Design mem_lsu, sky130hd; sources not shown.
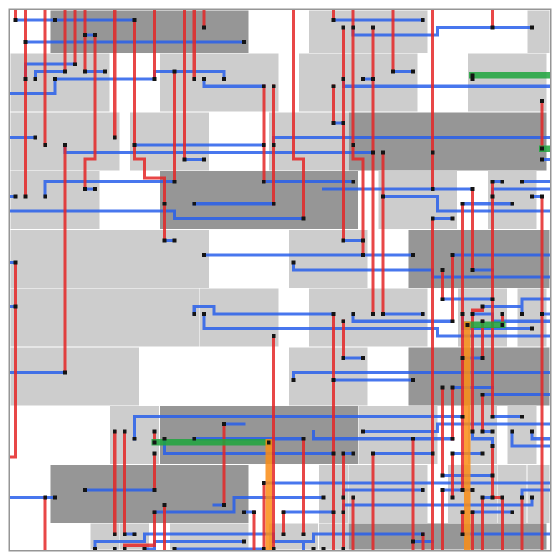
**Above:** a small window of the routed layout.
Window x 63 to 88, y 113 to 138 µm. Cells in gray, sequential cells in the stronger gray; small squares are vias.
- orange: M4
- green: M3
- blue: M1
- red: M2
- most frequent: clkdlybuf4s50_1 (9), mux2_4 (7), dfrtp_1 (7)
- cells with their middle in the window: 35
- sequential cells in the window: 7

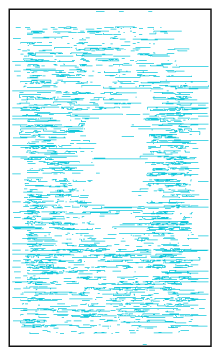
**Above:** signal wires on met1.
Scale: 2 px per µm.
- wire length on this layer: 7,670 µm
- share of all routed wire: 35%
- nets with wire on the layer: 898
met1 usage: 27.0%
DR vias: 5,858

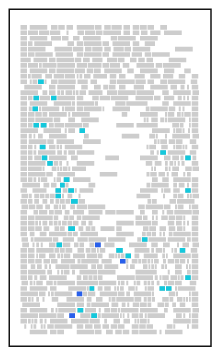
**Above:** selected gate families.
Scale: 2 px per µm.
- cyan: non-inverting ao/oa cells (cells 31; most used a22o_1)
- blue: xor and xnor cells (cells 4; most used xor2_1; where bottom center)
Comb/total area: 28.6%
Post-Layout Cell Count: 1,064

==> Changelog: implementation <==
## Implementation

- Share of cells above drive strength 1: between 10% and 20%
- Top cell area share: around 50%
- R2R setup slack: about 0.24 ns
- GP Congestion: 0.859
- Final Util: approximately 73%
- CP Depth: 7
- GR Overflow Total: 0
- Die Wd: 100 µm
- DR iter-0 viols: ~200
- Seq/Total Area, Yosys: 50.0%
- Setup Viol. Count Final: 0
- Distinct lib cells: 60
- Largest net degree at the start of global routing: between 100 and 150
- Delay-heaviest family, CP: buffers and inverters
- YS chip area: between 6000 and 7000 µm²
- Placeable Area: between 10,000 and 15,000 µm²
- Maximum vdd ir drop: ~0.0012 V
- Synth Area per Inst: ~11 µm²
- Die H: roughly 170 µm
- Antenna viol nets, final: 0
- DRC Markers: 0
- Cell row count: ~57
- Crit Path Class: input pin to output port
- Slowest CP cell: clkdlybuf4s50_1
- CP Capture Type: output port
- Top cells by area: dfrtp_1 (50%), mux2_4 (9.8%), nand2_1 (7.3%), mux2i_1 (3.4%), a22o_1 (2.2%)
- Crit start category: input pin
- Placed Instances: 1,028
- Clock Root Buffer: clkbuf_16
- Outcome: completed
- Final Hold Viols: 0
- WP buf/inv: 2
- Synthesized cell area: about 6300 µm²
- Synth-to-layout area growth: 61.9%
- Max clock buf depth: 2
- Clk_lat worst skew: ~0.4 ns
- WL final: approximately 22,000 µm
- Data arrival time of the critical path: 1.76 ns
- Fmax: 510 MHz
- Static leakage: between 4 and 5 nW
- Leading area contributor after synthesis: dfrtp_1
- Reg2Reg Depth: 5
- CTS tree: done
- Via density: roughly 5.5
- Max Cap Viol: 0
- Power Density: roughly 1500 nW/µm²
- Unrepaired setup endpoints after global routing: false
- Final period util: around 100%
- Total power: ~0.016 W
- Tightest Pin Transition: between 0.6 and 0.7 ns
- Post-DP HPWL: 16,300 µm
- Floorplan utilization: approximately 45%
- Crit path required time: ~1.8 ns
- Number of cells in Yosys stat: between 500 and 600
- Clock Skew: 0.0128 ns
- Initial antenna violation count: 0
- Yosys warns: 0
- H-tree depth: 4
- Worst rel slew slack: 55.6%
- Hold Crit Class: input pin to register
- PortBufs: between 200 and 300
- Slowest Stage Delay on Critical Path: 0.48 ns
- Crit-path cells: clkdlybuf4s50_1 > nor3b_1 > a22o_1 > or2_4 > a21oi_4 > nor2_4 > buf_8
- First-pass iteration count of the detailed router: 5
- Primary FF master, synth: dfrtp_1
- Tool Warnings: 28
- Number of enable flip-flop cells: 0
- FFs w/ async S/R, synth: 100%
- Synth flops: 125
- Die Size: between 15,000 and 20,000 µm²
- First-pass GRT wire length: approximately 34,000 µm
- Io pins: ~260
- Antenna diodes: 0
- Num CTS Buffers: 17
- Final Max Tran Viols: 0
- GRT Resource Usage Total: between 20% and 30%
- Clock period minus worst slack: just under 2 ns
- WL/cell: a little over 20 µm
- Nets: 1,019
- Synth Instances: 580
- WHS Path Cells: 3
- CTS Sinks: 125
- Vias in the first global route: 6,396
- Worst-path maximum fanout: 4
- Clock-pin transition on the worst setup and hold timing paths: 0.06 ns
- Hold_ws: roughly 0.36 ns
- Fill count: 985
-- cell usage after synthesis, drive strengths merged, types with 2 or more instances --
master and number:
nor2b 12, o21ai 40, a21oi 23, buf 33, mux2i 21, clkbuf 13
a22oi 18, nand3 2, mux2 42, nand2 123, a31oi 17, dfrtp 125
nand2b 3, a222oi 8, o21a 2, a22o 16, a32oi 16, nor3 3
a211o 9, or2 12, xor2 3, nor2 16
-- logic make-up after synthesis --
family | Yosys count | share of synthesized area [%]
AND/OR/NAND/NOR | 181 | 13.2
AND-OR/OR-AND | 157 | 17.9
flip-flops | 125 | 50.0
multiplexers | 64 | 13.7
buffers and inverters | 47 | 4.36
XOR/XNOR | 4 | 0.560
adder cells (fa/ha/maj) | 1 | 0.200
other | 1 | 0.0599
-- where the power goes --
| part | switching (W) | leakage (nW) | total, W | internal, W |
|---|---|---|---|---|
| Sequential | 0.000619 | 1.58 | 0.00410 | 0.00348 |
| Combinational | 0.00487 | 2.59 | 0.00812 | 0.00325 |
| Clock | 0.00121 | 0.304 | 0.00334 | 0.00213 |
| Total | 0.00670 | 4.47 | 0.0156 | 0.00886 |
-- final cells by class --
type	instances	area (µm²)	area share (%)
Tap cell	177	221	2.19
Multi-Input combinational cell	409	2900	28.6
Sequential cell	125	3130	30.9
Timing Repair Buffer	321	3260	32.1
Clock inverter	12	185	1.83
Inverter	1	3.75	0.0370
Clock buffer	19	443	4.37
-- per-layer routing --
| layer | vias up | part of all wire [%] | track usage (%) |
|---|---|---|---|
| met4 | 0 | 6.0 | 15.8 |
| met1 | 2825 | 35 | 27.0 |
| li1 | 2678 | - | - |
| met3 | 59 | 7.7 | 7.08 |
| met2 | 296 | 52 | 45.2 |
| met5 | - | 0 | 0 |
-- worst min-delay path: cells and delay by family --
kind                   cells  cell delay [ns]
AOI/OAI and AO/OA          1             0.07
and+or+nand+nor            1             0.06
buffers and inverters      1             0.40
-- through the flow --
stage                     setup TNS [ns]  worst slack (ns)  cell area, µm²
after global routing                   0           0.00506           10100
after floorplan                        0            0.0859            6270
after detailed placement          -23.64            -0.330            9440
final                                  0            0.0395           10100
after global placement            -18.36            -0.271            9440
after CTS                              0            0.0108           10100
-- what timing repair did --
item | 4_1_cts | 5_1_grt
setup buffers | 3 | 1
hold endpoints to repair | 18 | 0
resized | 9 | 5
pin swaps | 3 | 2
hold buffers | 1 | 0
setup endpoints to repair | 1 | 1
-- layout by cell type (no fill, tap or decap), drive strengths merged, types with 2 or more instances in the layout --
master / Yosys / final
a31oi: 17 / 17
clkbuf: 13 / 19
mux2i: 21 / 21
nand2b: 3 / 3
a32oi: 16 / 16
clkinv: 0 / 4
conb: 1 / 2
mux2: 42 / 42
a22o: 16 / 16
or2: 12 / 12
bufinv: 0 / 4
inv: 1 / 4
buf: 33 / 70
nand2: 123 / 123
xor2: 3 / 3
clkdlybuf4s50: 0 / 245
nor3: 3 / 3
a211o: 9 / 9
a21oi: 23 / 23
a222oi: 8 / 8
nor2: 16 / 16
o21a: 2 / 2
dlygate4sd2: 0 / 4
nor2b: 12 / 12
a22oi: 18 / 18
dfrtp: 125 / 125
nand3: 2 / 2
o21ai: 40 / 40
No activity file was given, so power comes from the tool's default toggle rates.
